File: src/rtl/muldiv_pkg.sv
// -----------------------------------------------------------------------------
// muldiv_pkg
//   Shared definitions for the HI/LO multiply/divide unit of the MIPS core.
//   Holds the MD operation codes used by the EX-stage decode and by
//   muldiv_unit, plus small classification helpers on those codes.
//
//   Contents:
//     MD_MULT .. MD_MTLO   3-bit operation codes
//     MD_WIDTH             data width (fixed at 32)
//     is_md_op()           op starts an iterative multiply/divide
//     is_signed_op()       op treats operands as two's complement
//     is_div_op()          op is a divide (signed or unsigned)
// -----------------------------------------------------------------------------
package muldiv_pkg;

  localparam int MD_WIDTH = 32;

  localparam logic [2:0] MD_MULT  = 3'd0;
  localparam logic [2:0] MD_MULTU = 3'd1;
  localparam logic [2:0] MD_DIV   = 3'd2;
  localparam logic [2:0] MD_DIVU  = 3'd3;
  localparam logic [2:0] MD_MTHI  = 3'd4;
  localparam logic [2:0] MD_MTLO  = 3'd5;

  function automatic logic is_md_op(input logic [2:0] op);
    return (op == MD_MULT) || (op == MD_MULTU) ||
           (op == MD_DIV)  || (op == MD_DIVU);
  endfunction

  function automatic logic is_signed_op(input logic [2:0] op);
    return (op == MD_MULT) || (op == MD_DIV);
  endfunction

  function automatic logic is_div_op(input logic [2:0] op);
    return (op == MD_DIV) || (op == MD_DIVU);
  endfunction

endpackage

File: src/rtl/muldiv_unit.sv
// -----------------------------------------------------------------------------
// muldiv_unit
//   Iterative multiply/divide unit owning the HI/LO register pair. Executes
//   MULT, MULTU, DIV, DIVU (33 cycles after acceptance) and MTHI/MTLO (single
//   cycle). While a computation is in flight, any new HI/LO operation or an
//   MFHI/MFLO in EX raises stall so the pipeline holds that instruction.
//
//   Datapath: one 64-bit shift register (acc) plus one 33-bit adder that
//   either adds the multiplicand (multiply) or subtracts the divisor (divide).
//   Signed operations run on magnitudes; signs are re-applied in FIX.
//
//   Ports:
//     clk      in   rising-edge clock
//     rst      in   synchronous, active-high reset
//     start    in   EX-stage request; op/a/b valid this cycle
//     op       in   [2:0] operation code (muldiv_pkg::MD_*)
//     a        in   [31:0] rs: multiplicand / dividend / MTHI-MTLO source
//     b        in   [31:0] rt: multiplier / divisor
//     hilo_rd  in   EX instruction is MFHI or MFLO
//     hi       out  [31:0] HI register
//     lo       out  [31:0] LO register
//     busy     out  multiply/divide in progress
//     done     out  one-cycle pulse after HI/LO written by MULT/DIV
//     stall    out  busy & (start | hilo_rd), combinational
// -----------------------------------------------------------------------------
module muldiv_unit
  import muldiv_pkg::*;
(
  input  logic        clk,
  input  logic        rst,
  input  logic        start,
  input  logic [2:0]  op,
  input  logic [31:0] a,
  input  logic [31:0] b,
  input  logic        hilo_rd,
  output logic [31:0] hi,
  output logic [31:0] lo,
  output logic        busy,
  output logic        done,
  output logic        stall
);

  localparam logic [1:0] S_IDLE = 2'd0;
  localparam logic [1:0] S_CALC = 2'd1;
  localparam logic [1:0] S_FIX  = 2'd2;

  logic [1:0]  state;
  logic [4:0]  count;

  // Datapath registers.
  //   multiply: acc = {partial product, remaining multiplier bits}
  //   divide:   acc = {partial remainder, quotient bits shifted in}
  logic [63:0] acc;
  logic [31:0] opnd;      // multiplicand or divisor magnitude
  logic        is_div;
  logic        neg_q;     // negate product / quotient in FIX
  logic        neg_r;     // negate remainder in FIX
  logic        div_zero;

  logic        accept;
  logic        op_signed;
  logic [31:0] abs_a;
  logic [31:0] abs_b;

  logic [32:0] add_x;
  logic [32:0] add_y;
  logic        add_cin;
  logic [32:0] add_sum;
  logic        sub_ok;
  logic [63:0] acc_step;

  logic [63:0] prod;
  logic [31:0] quot;
  logic [31:0] rem;
  logic [31:0] fix_hi;
  logic [31:0] fix_lo;

  assign busy  = (state != S_IDLE);
  assign stall = busy & (start | hilo_rd);

  // Starts are only taken in IDLE; while busy the request is held in EX by
  // stall and re-presented once the unit drains.
  assign accept    = (state == S_IDLE) && start && is_md_op(op);
  assign op_signed = is_signed_op(op);
  assign abs_a     = (op_signed && a[31]) ? (~a + 32'd1) : a;
  assign abs_b     = (op_signed && b[31]) ? (~b + 32'd1) : b;

  // Shared 33-bit adder.
  //   multiply: {carry, hi} = acc[63:32] + multiplicand
  //   divide:   (remainder shifted left, without its bit 32) - divisor;
  //             add_sum[32] is the borrow.
  // NOTE: every signal assigned in an always_comb gets a value on every path
  // (defaults first here), otherwise synthesis infers a latch.
  always_comb begin
    add_x   = {1'b0, acc[63:32]};
    add_y   = {1'b0, opnd};
    add_cin = 1'b0;
    if (is_div) begin
      add_x   = {1'b0, acc[62:31]};
      add_y   = ~{1'b0, opnd};
      add_cin = 1'b1;
    end
    add_sum = add_x + add_y + {32'd0, add_cin};
  end

  // One iteration of the selected algorithm.
  always_comb begin
    // The bit shifted out of the remainder (acc[63]) makes the shifted value
    // at least 2^32, which always exceeds the divisor, so subtract regardless
    // of the 33-bit borrow.
    sub_ok   = acc[63] | ~add_sum[32];
    acc_step = acc;
    if (is_div) begin
      if (sub_ok) acc_step = {add_sum[31:0], acc[30:0], 1'b1};
      else        acc_step = {acc[62:0], 1'b0};
    end else begin
      if (acc[0]) acc_step = {add_sum, acc[31:1]};
      else        acc_step = {1'b0, acc[63:1]};
    end
  end

  // Sign correction and result selection for FIX.
  always_comb begin
    prod = neg_q ? (~acc + 64'd1) : acc;
    quot = neg_q ? (~acc[31:0] + 32'd1) : acc[31:0];
    rem  = neg_r ? (~acc[63:32] + 32'd1) : acc[63:32];
    // Dividing by zero leaves remainder = |a|; with the dividend's sign
    // re-applied that is exactly the original a, so only the quotient needs
    // overriding.
    if (div_zero) quot = '1;
    if (is_div) begin
      fix_hi = rem;
      fix_lo = quot;
    end else begin
      fix_hi = prod[63:32];
      fix_lo = prod[31:0];
    end
  end

  // Control state and architectural HI/LO.
  // NOTE: sequential state is updated with non-blocking assignments so every
  // register samples pre-edge values regardless of statement order.
  always_ff @(posedge clk) begin
    if (rst) begin
      state <= S_IDLE;
      count <= 5'd0;
      hi    <= 32'd0;
      lo    <= 32'd0;
      done  <= 1'b0;
    end else begin
      done <= 1'b0;
      case (state)
        S_IDLE: begin
          if (start) begin
            if (is_md_op(op)) begin
              state <= S_CALC;
              count <= 5'd0;
            end else if (op == MD_MTHI) begin
              hi <= a;
            end else if (op == MD_MTLO) begin
              lo <= a;
            end
          end
        end
        S_CALC: begin
          count <= count + 5'd1;
          if (count == 5'd31) state <= S_FIX;
        end
        S_FIX: begin
          hi    <= fix_hi;
          lo    <= fix_lo;
          done  <= 1'b1;
          state <= S_IDLE;
        end
        default: state <= S_IDLE;
      endcase
    end
  end

  // Operand/accumulator registers.
  // NOTE: these carry no reset; they are always loaded on acceptance before
  // being used, and reset only has to return control state and HI/LO.
  always_ff @(posedge clk) begin
    if (accept) begin
      is_div   <= is_div_op(op);
      neg_q    <= op_signed & (a[31] ^ b[31]);
      neg_r    <= op_signed & a[31];
      div_zero <= is_div_op(op) && (b == 32'd0);
      opnd     <= is_div_op(op) ? abs_b : abs_a;
      acc      <= {32'd0, (is_div_op(op) ? abs_a : abs_b)};
    end else if (state == S_CALC) begin
      acc <= acc_step;
    end
  end

endmodule

File: config.mk
export PLATFORM = sky130hd
export DESIGN_NAME = muldiv_unit
export DESIGN_NICKNAME = d
export VERILOG_FILES = /design/src/rtl/muldiv_pkg.sv /design/src/rtl/muldiv_unit.sv
export SDC_FILE = /design/constraint.sdc
export NUM_CORES = 1
export LEC_CHECK = 0
export CAP_MARGIN = 10
export CORE_MARGIN = 5
export CORE_UTILIZATION = 50
export DETAILED_ROUTE_END_ITERATION = 8
export PLACE_DENSITY = 0.73
export SYNTH_ARGS = -nofsm -noshare
export SYNTH_HDL_FRONTEND = slang
export SYNTH_SLANG_ARGS = --single-unit
File: constraint.sdc
create_clock -name clk -period 9.44 [get_ports clk]
set_input_delay 1.888 -clock clk [delete_from_list [all_inputs] [get_ports clk]]
set_output_delay 1.888 -clock clk [all_outputs]
set_load 0.01 [all_outputs]
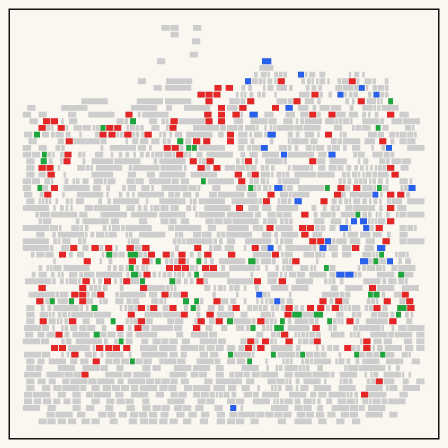
*Gate families picked out, run 1*
| colour | family | cells |
|---|---|---|
| red | xor and xnor cells | 181 |
| green | and/or cells | 57 |
| blue | non-inverting ao/oa cells | 32 |

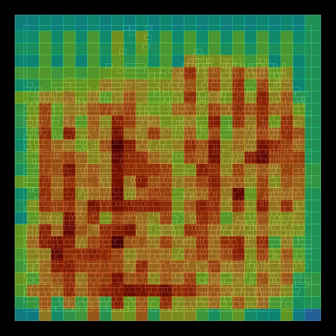
*Congestion heat map, run 1*
met3 GRT Util: 0.0580
layer carrying the most global-route usage: met2
met2 track utilization from global routing: 0.492
DR WL/cell: 23.6 um

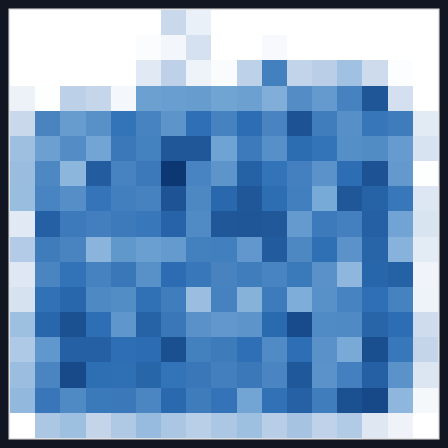
*Cell area per tile, run 1*
17 x 17 tiles, from white (low) to dark blue (high), 0 to 100% covered.
mean over tiles: 50%
fullest tile: 97%
densest ninth of the die: centre
nearly empty tiles: 14%
emptiest ninth of the die: north-west
tiles over 75% full: 17%

==> results.rst, run 1 <==
Synthesis and place-and-route
=============================

.. list-table::
   :header-rows: 1

   * - Metric
     - Value
   * - Filler cell count
     - 2385
   * - Critical Path Start
     - is_div
   * - Top-level I/O count
     - 138
   * - Half-perimeter wire length after placement
     - 35000 um
   * - Worst-case vdd ir drop
     - 149 uV
   * - FP Core Util
     - 0.505
   * - Die outline area
     - 30500 um^2
   * - Arrival time worst endpoint
     - 5.19 ns
   * - Top layer reached by signal wires
     - met5
   * - Hold path depth
     - 2
   * - Worst min-delay path endpoint
     - count[0]
   * - Master cell of the clock root buffer
     - clkbuf_16
   * - CP Capture Type
     - flop
   * - Number of setup violations in the final report
     - 0
   * - Post-synthesis instance total
     - 1595
   * - Result of the run
     - finished, final reports clean
   * - Maximum Capacitance Violations
     - 0
   * - Worst Path Max Fanout
     - 74
   * - Sequential fraction of total cell area
     - 0.264
   * - Mux share
     - 0.135
   * - Non-clock buffer count
     - 152
   * - Gates resized, CTS repair
     - 0
   * - Register bit total from synthesis
     - 172
   * - Chip area in the Yosys report
     - 13500 um^2
   * - Number of clock buffers inserted by TritonCTS
     - 17
   * - Count of clock-net buffers in the final layout
     - 17
   * - Total negative slack
     - 0 ns
   * - Worst-case setup margin in the final layout
     - 4.38 ns
   * - Multi-In Gates
     - 1278
   * - Cell area after synthesis
     - 13500 um^2
   * - DP Area
     - 15000 um^2
   * - Ranking of synthesized cells by area
     - dfxtp_1 15%, edfxtp_1 15%, mux2i_1 11%
   * - Clock Latency Late Sink
     - 0.45 ns
   * - Share of final-layout standard cells stronger than drive strength 1
     - 0.0694
   * - Number of standard-cell rows in the floorplan
     - 60
   * - Placer Congestion
     - 0.961
   * - Clk tree area frac
     - 0.0405
   * - Min-delay src
     - count[0]
   * - Count of buffers inserted at the top-level ports
     - 137
   * - Synth Net Count
     - 1704
   * - Adder Share, Synth
     - 0.0357
   * - Number of nets with antenna violations after routing
     - 0
   * - Mean area per synthesized cell
     - 8.49 um^2
   * - DP Worst Slack
     - 4.31 ns
   * - Met1 wire length
     - 18900 um
   * - Tally of yosys warning messages
     - 0
   * - Sequential-to-total area share from yosys stat
     - 0.304
   * - Clock buffer depth
     - 2
   * - Parity-gate share of the synthesized area counting xor and xnor cells
     - 0.117
## run 1: worst max-delay path: stages, from the launching register on
cell and delay [ns]:
edfxtp_1 0.34, buf_4 0.76, o21ai_0 0.33, fa_1 0.55, a211oi_1 0.44, o211ai_1 0.29, nand4_1 0.15, a21oi_1 0.13
nor4_2 0.72, buf_4 0.47, nand2_1 0.19, o211ai_1 0.14, o21ai_0 0.17
## run 1: where the power goes
part	leakage [nW]	switching, W	total [W]	internal (W)
clock network	0.295	0.000353	0.000780	0.000427
registers	1.49	0.000197	0.00106	0.000867
logic	4.08	0.000848	0.00144	0.000591
## run 1: placed cells by master (no fill, tap or decap), drive strengths merged, types with 5 or more instances in the layout
cell	synthesis	routed
and2	5	5
edfxtp	68	68
or4	16	16
clkbuf	94	17
xor2	108	108
xnor2	73	73
nor2	116	116
nand2	147	147
o211ai	13	13
or2	10	10
mux2i	145	145
nor4	17	17
ha	37	37
a221oi	36	36
nor3	35	35
nor2b	16	16
and3	5	5
a211oi	38	38
nand2b	18	18
a21oi	159	159
nand4	12	12
inv	22	28
or3	18	18
buf	28	16
mux2	34	34
o31ai	23	23
a31oi	10	10
a21o	10	10
o221ai	12	12
o41ai	14	14
nand3	24	24
o21a	6	6
o21ai	79	79
dfxtp	104	104
clkdlybuf4s50	0	136
## run 1: sequential cells by signal, summed over array words and instances, names as in the netlist
register and count:
state 2, hi 32, acc 64, count 5
neg_r 1, done 1, neg_q 1, opnd 32
div_zero 1, lo 32, is_div 1
## run 1: stage by stage
stage | std cells | utilization
final | 1999 | 0.583
after global routing | 1998 | 0.583
after CTS | 1998 | 0.583
after detailed placement | 1966 | 0.559
after global placement | 1966 | 0.559
after floorplan | 1595 | -
### Met2 routing, run 1

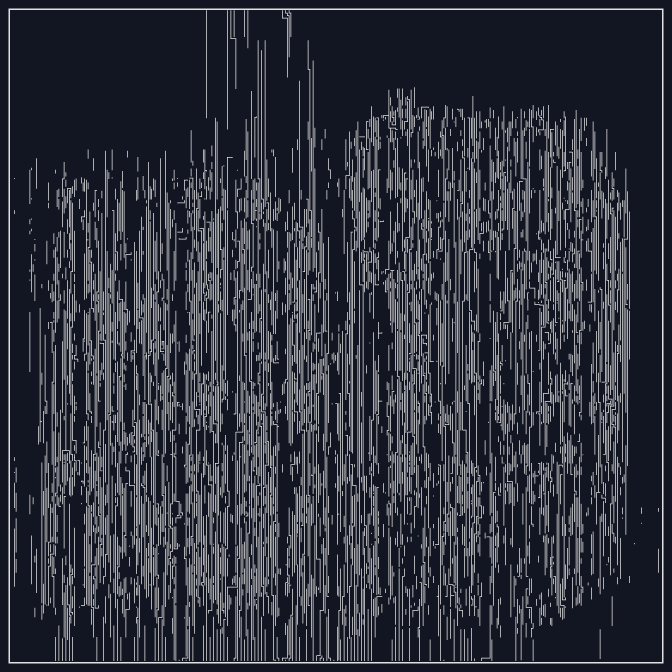

--- run 2 (diff from run 1) ---
clock period = 4.7 ns   (was 9.44 ns; I/O delays follow)
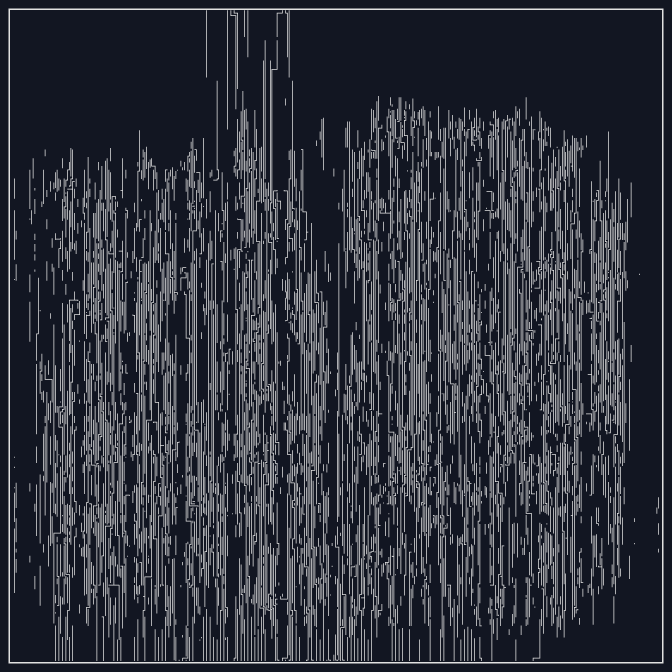
*Met2 routing, run 2*
main direction: vertical
share of all routed wire: 48%
nets with wire on the layer: 1520
wire length on this layer: 22.0 mm
final WL: 46400 um
met2 track utilization from global routing: 0.488
vias after detailed routing: 12900

==> run 2 against run 1 <==
Non-clock buffer count rose by 19. First-iteration DRC count fell by 18%. Via count fell by 0.37%. Critical path depth rose by 2. Synthesized cell count did not move. Sequential cell count did not move. Combinational power rose by 110%. Largest power group unchanged.
==> results.rst, run 2 <==
Synthesis and place-and-route
=============================

.. list-table::
   :header-rows: 1

   * - Metric
     - Value
   * - Share of final-layout standard cells stronger than drive strength 1
     - 0.0800 (+0.0105)
   * - Die outline area
     - 30500 um^2 (unchanged)
   * - Count of placed standard cells including taps
     - 1984 (+0.92%)
   * - Top-level I/O count
     - 138 (unchanged)
   * - Worst-case vdd ir drop
     - 311 uV (+110%)
   * - DR vias/cell
     - 6.42
   * - CP cell instances
     - buf_4 -> xor2_1 -> ha_1 -> o211ai_1 -> o211ai_1 -> a31oi_1 -> buf_4 -> a2111oi_0 -> buf_4 -> a21oi_1 -> o21ai_0 -> xor2_1 -> o31ai_1 -> o41ai_1
   * - Synth Net Count
     - 1704 (unchanged)
   * - Register bit total from synthesis
     - 172 (unchanged)
   * - Clock buffer depth
     - 2 (unchanged)
   * - Worst-case setup margin in the final layout
     - 0.479 ns (-3.91 ns)
   * - Upper clock frequency limit
     - 0.237 GHz
   * - Worst reg2reg path endpoint
     - acc[62]
   * - Number of flip-flops in the largest register
     - 64 (unchanged)
   * - CP Capture Type
     - flop
   * - Number of nets with antenna violations after routing
     - 0 (unchanged)
   * - Min Clock Period, post-route
     - 4.22 ns
   * - Global-route wire length before repair
     - 70400 um
   * - Crit path capture
     - acc[62]
   * - Reg with most FFs
     - acc
   * - Maximum Capacitance Violations
     - 0 (unchanged)
   * - Tot GR Track Use
     - 0.293
   * - Number of cells in the yosys synthesis report
     - 1595
   * - Met3 GRT Util
     - 0.0571 (-0.000865)
   * - Most common cell after layout, fill and taps aside
     - a21oi_1
   * - Placer Congestion
     - 0.971 (+1.1%)
   * - Critical path depth in cells
     - 14 (+2)
   * - Number of standard-cell rows in the floorplan
     - 60 (unchanged)
   * - Sequential-to-total area share from yosys stat
     - 0.304 (unchanged)
   * - Worst Path Max Fanout
     - 20 (-73%)
   * - Crit path largest cell delay
     - 0.63 ns (-0.13 ns)
   * - Non-filler cells, final
     - 2017 (+0.90%)
   * - Critical Path Start
     - is_div
   * - Area Overhead vs Synth
     - 16.3%
   * - Filler cell count
     - 2382 (-0.13%)
   * - Total chip power
     - 0.00652 W
   * - Commonest non-fill, non-tap cells in the layout
     - 157 x a21oi_1, 146 x nand2_1, 145 x mux2i_1, 136 x clkdlybuf4s50_1, 116 x nor2_1
   * - Count of buffers inserted at the top-level ports
     - 137 (unchanged)
   * - Arrival time worst endpoint
     - 4.54 ns (-0.65 ns)
   * - Ranking of synthesized cells by area
     - dfxtp_1 15%, edfxtp_1 15%, mux2i_1 11%
   * - Clock Latency Late Sink
     - 0.45 ns (about the same)
   * - Commonest cells post-synth
     - 158 x a21oi_1, 147 x nand2_1, 145 x mux2i_1
   * - Cell area after synthesis
     - 13500 um^2 (unchanged)
   * - DR WL/cell
     - 23.0 um (-2.5%)
   * - Half-perimeter wire length after placement
     - 35100 um (+0.21%)
   * - Number of clock buffers inserted by TritonCTS
     - 17 (unchanged)
   * - Top delay family on crit path
     - AND-OR/OR-AND gates
   * - CP bufs+invs
     - 3 (+1)
   * - Crit-path most repeated cell
     - buf_4
   * - Tally of yosys warning messages
     - 0 (unchanged)
   * - DP Worst Slack
     - 0.331 ns (-3.98 ns)
   * - Master cell of the clock root buffer
     - clkbuf_16
   * - FP Core Util
     - 0.505 (unchanged)
   * - Utilization after layout
     - 0.588 (+0.00472)
   * - Total negative slack
     - 0 ns (unchanged)
   * - Number of setup violations in the final report
     - 0 (unchanged)
   * - Main flop type after synthesis
     - dfxtp_1
   * - Chip area in the Yosys report
     - 13500 um^2 (unchanged)
   * - DRC violation count after routing
     - 0
   * - Mean area per synthesized cell
     - 8.49 um^2 (unchanged)
   * - Kind of launch point of the worst setup path
     - flop
   * - Slowest cell on the critical path
     - edfxtp_1
   * - Result of the run
     - finished, final reports clean
   * - Post-synthesis instance total
     - 1595 (unchanged)
   * - DP Area
     - 15200 um^2 (+1.1%)
   * - Antenna fix cells
     - 0
   * - TritonCTS clock tree
     - built
   * - Layer carrying the most global-route usage
     - met2
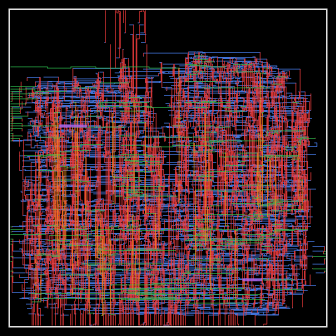
*Signal wires by layer, run 2*
| colour | layer | wire length |
|---|---|---|
| blue | M1 | 19000 um |
| red | M2 | 22.0 mm |
| green | M3 | 3230 um |
| orange | M4 | 2090 um |
| purple | M5 | 23.0 um |

==> run 2: tightest hold or removal path, delay by kind of cell (launching register included) <==
| family | cells | cell delay [ns] |
|---|---|---|
| mux | 1 | 0.12 |
| compound gates | 1 | 0.08 |
| flops | 1 | 0.31 |
==> run 2: cell families (layout without fill, tap and decap cells) <==
family                   count (synthesis)  in the layout  synth area share
XOR/XNOR                               181            181             0.117
flip-flops                             172            172             0.304
adder cells (fa/ha/maj)                 38             38            0.0357
AND/OR/NAND/NOR                        450            450             0.161
multiplexers                           179            179             0.135
buffers and inverters                  145            226            0.0417
AND-OR/OR-AND                          430            430             0.204
==> run 2: worst min-delay path by stage <==
stage              from  cells after the start       end  slack [ns]
2_1_floorplan   acc[37]                      2   acc[37]        0.49
3_3_place_gp   count[0]                      2  count[0]        0.53
3_5_place_dp     hi[27]                      2    hi[27]        0.54
4_1_cts          hi[22]                      2    hi[22]        0.56
5_1_grt          hi[22]                      2    hi[22]        0.58
6_report         hi[22]                      2    hi[22]        0.56
==> run 2: repair_timing <==
item                       4_1_cts  5_1_grt
gates resized                    0        0
setup buffers                    0        1
setup endpoints to repair        0        1
hold endpoints to repair         0        0
==> run 2: layer usage <==
layer  up-vias  wire length (um)
met5         -                23
met4         4              2090
met3       123              3230
met2       605             22000
met1      6202             19000
li1       6012                 -
==> run 2: layout make-up <==
type	count	share of cell area
Tap cell	341	0.0271
Clock inverter	15	0.0107
Sequential cell	172	0.262
Timing Repair Buffer	171	0.105
Clock buffer	17	0.0270
Inverter	23	0.00548
Multi-Input combinational cell	1278	0.563
==> run 2: where the power goes <==
group	total [W]	internal, W	switching, W
clock network	0.00144	0.000715	0.000729
registers	0.00210	0.00174	0.000364
logic	0.00297	0.00123	0.00174
total	0.00652	0.00369	0.00283
Power is estimated from default activity; no workload was simulated.
